## config.mk

```make
export PLATFORM = sky130hd
export DESIGN_NAME = serial_fifo_ctrl_flat
export DESIGN_NICKNAME = d
export VERILOG_FILES = /design/src/rtl/serial_pkg.sv /design/src/rtl/serial_fifo_ctrl_if.sv /design/src/rtl/sync_fifo.sv /design/src/rtl/serial_fifo_ctrl.sv /design/src/flat_wrapper.sv
export SDC_FILE = /design/constraint.sdc
export NUM_CORES = 1
export LEC_CHECK = 0
export ABC_CLOCK_PERIOD_IN_PS = 3000
export CORE_ASPECT_RATIO = 1.1
export CORE_UTILIZATION = 35
export DETAILED_ROUTE_END_ITERATION = 6
export PLACE_DENSITY = 0.6
export SLEW_MARGIN = 40
export SYNTH_ARGS = -nofsm -noshare
export SYNTH_HDL_FRONTEND = slang
export SYNTH_SLANG_ARGS = --single-unit
```

## constraint.sdc

```tcl
create_clock -name clk -period 3 [get_ports clk]
set_input_delay 0.6 -clock clk [delete_from_list [all_inputs] [get_ports clk]]
set_output_delay 0.6 -clock clk [all_outputs]
set_load 0.005 [all_outputs]
```

## src/rtl/serial_pkg.sv

```systemverilog
`default_nettype none
`timescale 1ns/1ps
// ------------------------------------------------------------------
// serial_pkg : shared constants for the buffered COM serial controller
// Rev 1.0
// ------------------------------------------------------------------
package serial_pkg;

  localparam int DEFAULT_FIFO_DEPTH = 16;

  localparam logic [1:0] TX_IDLE  = 2'd0;
  localparam logic [1:0] TX_START = 2'd1;
  localparam logic [1:0] TX_GUARD = 2'd2;
  localparam logic [1:0] TX_DRAIN = 2'd3;

  localparam int ST_TX_NOT_FULL  = 0;
  localparam int ST_RX_NOT_EMPTY = 1;
  localparam int ST_TX_OVF       = 2;
  localparam int ST_RX_OVF       = 3;
  localparam int ST_TX_IDLE      = 4;
  localparam int ST_TX_DONE_IRQ  = 5;
  localparam int ST_RX_COUNT_LSB = 8;
  localparam int ST_TX_COUNT_LSB = 16;

  function automatic int count_width(input int depth);
    return $clog2(depth) + 1;
  endfunction

endpackage
`default_nettype wire

```

## src/rtl/serial_fifo_ctrl_if.sv

```systemverilog
`default_nettype none
`timescale 1ns/1ps
// ------------------------------------------------------------------
// serial_fifo_ctrl_if : COM decode bus between CPU side and controller
// Rev 1.0
// ------------------------------------------------------------------
interface serial_fifo_ctrl_if;
  logic        enable_i;
  logic        readEnable_i;
  logic        mode_i;
  logic [31:0] dataSave_i;
  logic [31:0] dataLoad_o;
  logic        int_o;

  modport master (
    output enable_i, readEnable_i, mode_i, dataSave_i,
    input  dataLoad_o, int_o
  );

  modport slave (
    input  enable_i, readEnable_i, mode_i, dataSave_i,
    output dataLoad_o, int_o
  );
endinterface
`default_nettype wire

```

## src/rtl/sync_fifo.sv

```systemverilog
`default_nettype none
`timescale 1ns/1ps
// ------------------------------------------------------------------
// sync_fifo : byte-wide show-ahead FIFO, count-based full/empty
// Rev 1.0
// ------------------------------------------------------------------
module sync_fifo #(
  parameter int FIFO_DEPTH = 16,
  localparam int CW = $clog2(FIFO_DEPTH) + 1
) (
  input  logic          clk,
  input  logic          rst_n,
  input  logic          push_i,
  input  logic [7:0]    din_i,
  input  logic          pop_i,
  output logic [7:0]    head_o,
  output logic [CW-1:0] count_o,
  output logic          full_o,
  output logic          empty_o,
  output logic          drop_o
);

  localparam int AW = $clog2(FIFO_DEPTH);

  logic [7:0]    mem [FIFO_DEPTH];
  logic [AW-1:0] wr_ptr_q, wr_ptr_d;
  logic [AW-1:0] rd_ptr_q, rd_ptr_d;
  logic [CW-1:0] count_q, count_d;
  logic          do_push, do_pop;

  // A pop frees a slot in the same edge, so a push into a full FIFO is kept
  // when it coincides with a pop; pointers wrap because depth is a power of two.
  always_comb begin
    do_pop   = pop_i && (count_q != '0);
    do_push  = push_i && ((count_q != CW'(FIFO_DEPTH)) || do_pop);
    wr_ptr_d = wr_ptr_q + AW'(do_push);
    rd_ptr_d = rd_ptr_q + AW'(do_pop);
    count_d  = count_q + CW'(do_push) - CW'(do_pop);
  end

  always_ff @(posedge clk or negedge rst_n) begin
    if (!rst_n) begin
      wr_ptr_q <= '0;
      rd_ptr_q <= '0;
      count_q  <= '0;
    end else begin
      wr_ptr_q <= wr_ptr_d;
      rd_ptr_q <= rd_ptr_d;
      count_q  <= count_d;
    end
  end

  always_ff @(posedge clk) begin
    if (do_push) mem[wr_ptr_q] <= din_i;
  end

  assign head_o  = mem[rd_ptr_q];
  assign count_o = count_q;
  assign full_o  = (count_q == CW'(FIFO_DEPTH));
  assign empty_o = (count_q == '0);
  assign drop_o  = push_i && !do_push;

endmodule
`default_nettype wire

```

## src/rtl/serial_fifo_ctrl.sv

```systemverilog
`default_nettype none
`timescale 1ns/1ps
// ------------------------------------------------------------------
// serial_fifo_ctrl : CPU COM port with RX/TX FIFOs and TX drain FSM.
// Optional TX-done interrupt enabled by defining SERIAL_TX_INT_EN.
// Rev 1.0
// ------------------------------------------------------------------
module serial_fifo_ctrl
  import serial_pkg::*;
#(
  parameter int FIFO_DEPTH = DEFAULT_FIFO_DEPTH
) (
  input  logic                clk,
  input  logic                rst_n,
  serial_fifo_ctrl_if.slave   bus,
  input  logic                rxdReady_i,
  input  logic [7:0]          rxdData_i,
  input  logic                txdBusy_i,
  output logic                txdStart_o,
  output logic [7:0]          txdData_o
);

  localparam int CW = count_width(FIFO_DEPTH);

  logic          data_acc, stat_rd, rx_pop, tx_push, tx_pop;
  logic [7:0]    rx_head, tx_head;
  logic [CW-1:0] rx_count, tx_count;
  logic          rx_full, rx_empty, rx_drop;
  logic          tx_full, tx_empty, tx_drop;
  logic [1:0]    state_q, state_d;
  logic          tx_ovf_q, tx_ovf_d;
  logic          rx_ovf_q, rx_ovf_d;
  logic          tx_idle, tx_done_irq;
  logic [31:0]   status, load_data;
  logic          unused_save_bits;

  assign data_acc = bus.enable_i && !bus.mode_i;
  assign rx_pop   = data_acc && bus.readEnable_i;
  assign tx_push  = data_acc && !bus.readEnable_i;
  assign stat_rd  = bus.enable_i && bus.mode_i && bus.readEnable_i;
  assign tx_pop   = (state_q == TX_START);
  assign unused_save_bits = ^bus.dataSave_i[31:8];

  sync_fifo #(.FIFO_DEPTH(FIFO_DEPTH)) u_rx_fifo (
    .clk     (clk),
    .rst_n   (rst_n),
    .push_i  (rxdReady_i),
    .din_i   (rxdData_i),
    .pop_i   (rx_pop),
    .head_o  (rx_head),
    .count_o (rx_count),
    .full_o  (rx_full),
    .empty_o (rx_empty),
    .drop_o  (rx_drop)
  );

  sync_fifo #(.FIFO_DEPTH(FIFO_DEPTH)) u_tx_fifo (
    .clk     (clk),
    .rst_n   (rst_n),
    .push_i  (tx_push),
    .din_i   (bus.dataSave_i[7:0]),
    .pop_i   (tx_pop),
    .head_o  (tx_head),
    .count_o (tx_count),
    .full_o  (tx_full),
    .empty_o (tx_empty),
    .drop_o  (tx_drop)
  );

  // GUARD gives the transmitter one cycle to raise busy after the start pulse.
  always_comb begin
    state_d = state_q;
    case (state_q)
      TX_IDLE:  if (!tx_empty && !txdBusy_i) state_d = TX_START;
      TX_START: state_d = TX_GUARD;
      TX_GUARD: state_d = TX_DRAIN;
      TX_DRAIN: if (!txdBusy_i) state_d = TX_IDLE;
      default:  state_d = TX_IDLE;
    endcase
  end

  // A new overflow in the same cycle as a STATUS read survives the clear.
  always_comb begin
    tx_ovf_d = (tx_ovf_q && !stat_rd) || tx_drop;
    rx_ovf_d = (rx_ovf_q && !stat_rd) || rx_drop;
  end

  always_ff @(posedge clk or negedge rst_n) begin
    if (!rst_n) begin
      state_q  <= TX_IDLE;
      tx_ovf_q <= 1'b0;
      rx_ovf_q <= 1'b0;
    end else begin
      state_q  <= state_d;
      tx_ovf_q <= tx_ovf_d;
      rx_ovf_q <= rx_ovf_d;
    end
  end

  assign tx_idle = tx_empty && (state_q == TX_IDLE);

`ifdef SERIAL_TX_INT_EN
  logic tx_idle_prev_q, tx_idle_prev_d;
  logic tx_done_irq_q, tx_done_irq_d;

  always_comb begin
    tx_idle_prev_d = tx_idle;
    tx_done_irq_d  = (tx_done_irq_q && !(stat_rd || tx_push)) || (tx_idle && !tx_idle_prev_q);
  end

  always_ff @(posedge clk or negedge rst_n) begin
    if (!rst_n) begin
      tx_idle_prev_q <= 1'b1;
      tx_done_irq_q  <= 1'b0;
    end else begin
      tx_idle_prev_q <= tx_idle_prev_d;
      tx_done_irq_q  <= tx_done_irq_d;
    end
  end

  assign tx_done_irq = tx_done_irq_q;
`else
  assign tx_done_irq = 1'b0;
`endif

  always_comb begin
    status                           = '0;
    status[ST_TX_NOT_FULL]           = !tx_full;
    status[ST_RX_NOT_EMPTY]          = !rx_empty;
    status[ST_TX_OVF]                = tx_ovf_q;
    status[ST_RX_OVF]                = rx_ovf_q;
    status[ST_TX_IDLE]               = tx_idle;
    status[ST_TX_DONE_IRQ]           = tx_done_irq;
    status[ST_RX_COUNT_LSB +: CW]    = rx_count;
    status[ST_TX_COUNT_LSB +: CW]    = tx_count;
  end

  always_comb begin
    load_data = '0;
    if (bus.enable_i && bus.readEnable_i) begin
      if (bus.mode_i)     load_data = status;
      else if (!rx_empty) load_data = {24'h0, rx_head};
    end
  end

  assign bus.dataLoad_o = load_data;
  assign bus.int_o      = !rx_empty || tx_done_irq;
  assign txdStart_o     = tx_pop;
  assign txdData_o      = tx_pop ? tx_head : 8'h00;

endmodule
`default_nettype wire

```

## src/flat_wrapper.sv

```systemverilog
// flat-port wrapper written by rule: the top's interface ports become plain ports
module serial_fifo_ctrl_flat import serial_pkg::*;
#(
  parameter int FIFO_DEPTH = DEFAULT_FIFO_DEPTH
)
  (clk, rst_n, rxdReady_i, rxdData_i, txdBusy_i, txdStart_o, txdData_o, bus_enable_i, bus_readEnable_i, bus_mode_i, bus_dataSave_i, bus_dataLoad_o, bus_int_o);
  serial_fifo_ctrl_if bus_i ();
  input  logic clk;
  input  logic rst_n;
  input  logic rxdReady_i;
  input  logic [7:0] rxdData_i;
  input  logic txdBusy_i;
  output logic txdStart_o;
  output logic [7:0] txdData_o;
  input wire logic [$bits(bus_i.enable_i)-1:0] bus_enable_i;
  input wire logic [$bits(bus_i.readEnable_i)-1:0] bus_readEnable_i;
  input wire logic [$bits(bus_i.mode_i)-1:0] bus_mode_i;
  input wire logic [$bits(bus_i.dataSave_i)-1:0] bus_dataSave_i;
  output wire logic [$bits(bus_i.dataLoad_o)-1:0] bus_dataLoad_o;
  output wire logic [$bits(bus_i.int_o)-1:0] bus_int_o;
  assign bus_i.enable_i = bus_enable_i;
  assign bus_i.readEnable_i = bus_readEnable_i;
  assign bus_i.mode_i = bus_mode_i;
  assign bus_i.dataSave_i = bus_dataSave_i;
  assign bus_dataLoad_o = bus_i.dataLoad_o;
  assign bus_int_o = bus_i.int_o;
  serial_fifo_ctrl #(.FIFO_DEPTH(FIFO_DEPTH)) u_core (.clk(clk), .rst_n(rst_n), .bus(bus_i), .rxdReady_i(rxdReady_i), .rxdData_i(rxdData_i), .txdBusy_i(txdBusy_i), .txdStart_o(txdStart_o), .txdData_o(txdData_o));
endmodule
```

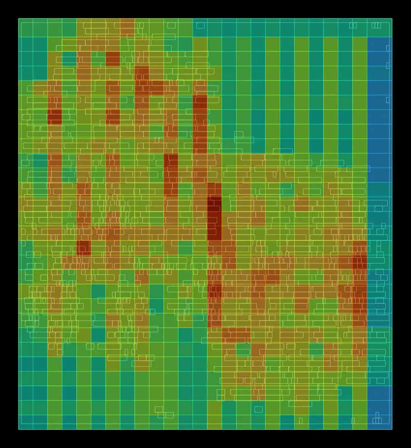
Figure 1: routing congestion.
final core occ: 43.7%
global-route met2 utilization: 23.9%
met1 usage: 19.3%

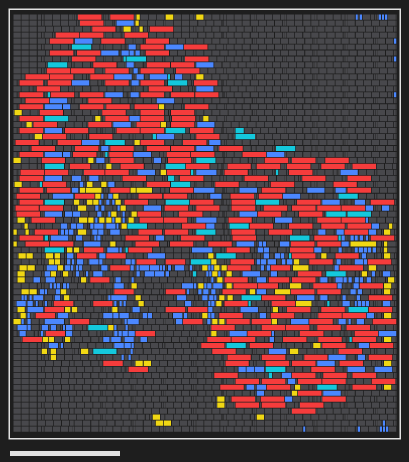
Figure 2: cells coloured by class.
Scale bar: 50 um. Fill, decap, tap and diode cells in grey.
[registers] red | cells: 286 | share of their area: 60%
[clock drivers and dummy loads] cyan | cells: 53 | share of their area: 6.9%
[remaining logic cells] blue | cells: 341 | share of their area: 24%
[remaining buffers and delay cells] yellow | cells: 140 | share of their area: 8.8%

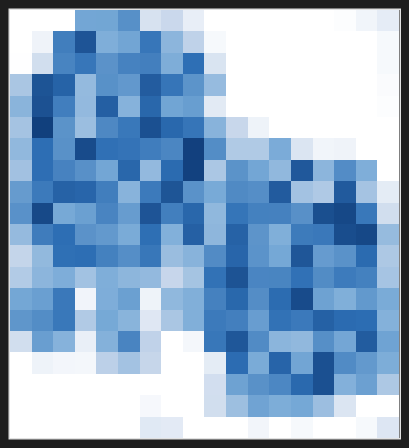
Figure 3: placement density heat map.
18 x 20 tiles, from white (low) to dark blue (high), 0 to 100% covered.
mean over tiles: 40%
tiles over 75% full: 14%
fullest tile: 94%
nearly empty tiles: 24%
emptiest ninth of the die: north-east

==> changes_impl.md <==
### Changed

* Area fraction in and, or, nand and nor cells at 4.38%
* Power after layout at around 13,000 uW
* Start point of the critical path: u_core.u_rx_fifo.rd_ptr_q[2]
* Run status: finished, final reports clean
* Worst slew pin tran at slightly above 600 ps
* Met1 Wirelength at ~11,000 um
* Met3 wire length at between 1000 and 1500 um
* Placeable core region at around 33,000 sq um
* # rows at 70
* Top-area cell share at between 60% and 70%
* Multi-input comb cells at between 300 and 400
* Largest vdd supply drop at 0.480 mV
* PostCTS Resize Cnt at ~77
* Post-Synthesis Cell Area at approximately 12,000 sq um
* Final-layout fill cell count at a little under 3,000
* Gr busiest metal: met2
* Relative contribution of combinational cells to total power at about a third
* Clock buffer count from CTS at 29
* Number of instances in the synthesized netlist at 657
* Switch share at 29.5%
* Logic area at ~3300 sq um
* Via count of the first global-routing pass at ~6,300
* Number of synthesized flops with an enable pin at roughly 260
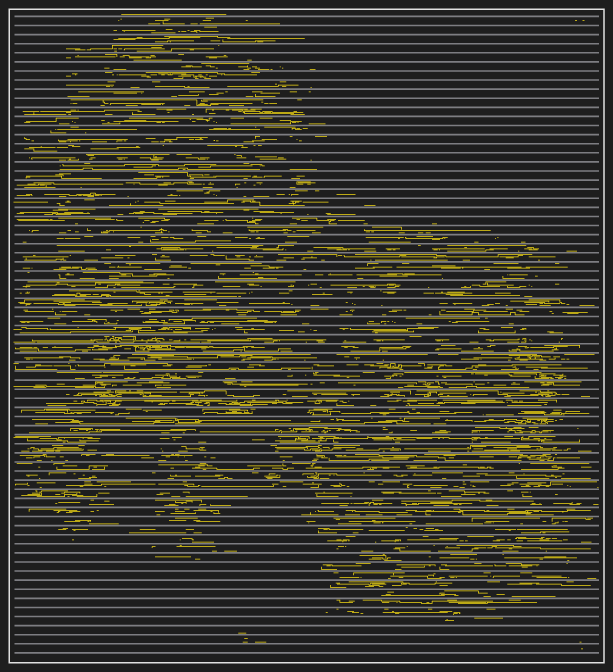
Figure 4: met1 routing.
Supply wires on this layer in grey.
nets with wire on the layer: 782
main direction: horizontal
final wirelength: 24,100 um
vias: 6,142

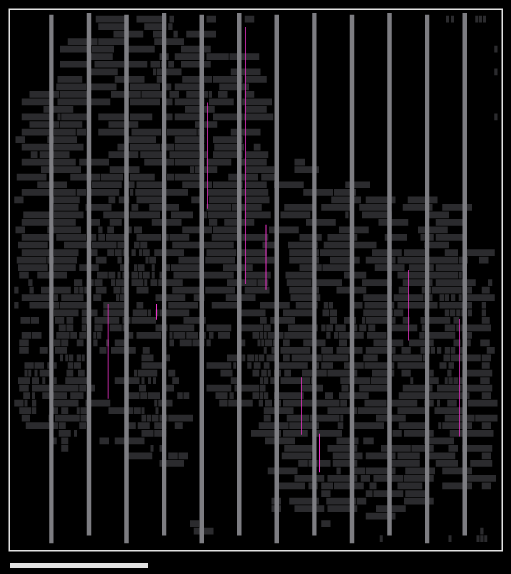
Figure 5: signal wires on met4.
Scale bar: 50 um. Supply wires on this layer in grey.
nets with wire on the layer: 5
wire length on this layer: 294 um
main direction: vertical
longest straight run: 92.5 um
share of all routed wire: 1.2%

## synth_stat cells (all sizes together) (8+ instances only)
| library cell | number |
|---|---|
| edfxtp | 256 |
| o22ai | 8 |
| nand3 | 17 |
| a21oi | 12 |
| clkbuf | 9 |
| o21ai | 20 |
| dfrtp | 30 |
| mux2i | 39 |
| mux4 | 53 |
| inv | 25 |
| ha | 25 |
| nand2 | 12 |
| xnor2 | 8 |
| xor2 | 8 |
| nor2 | 30 |
| buf | 34 |
## power groups by stage
stage          sequential (uW)  combinational (uW)  clock [uW]
3_3_place_gp              5210                3780           0
5_1_grt                   5210                4570        3870
6_report                  5150                4170        3660
2_1_floorplan             5040                2670           0
4_1_cts                   5150                4160        3730
3_5_place_dp              5220                3820           0
Power is estimated from default activity; no workload was simulated.
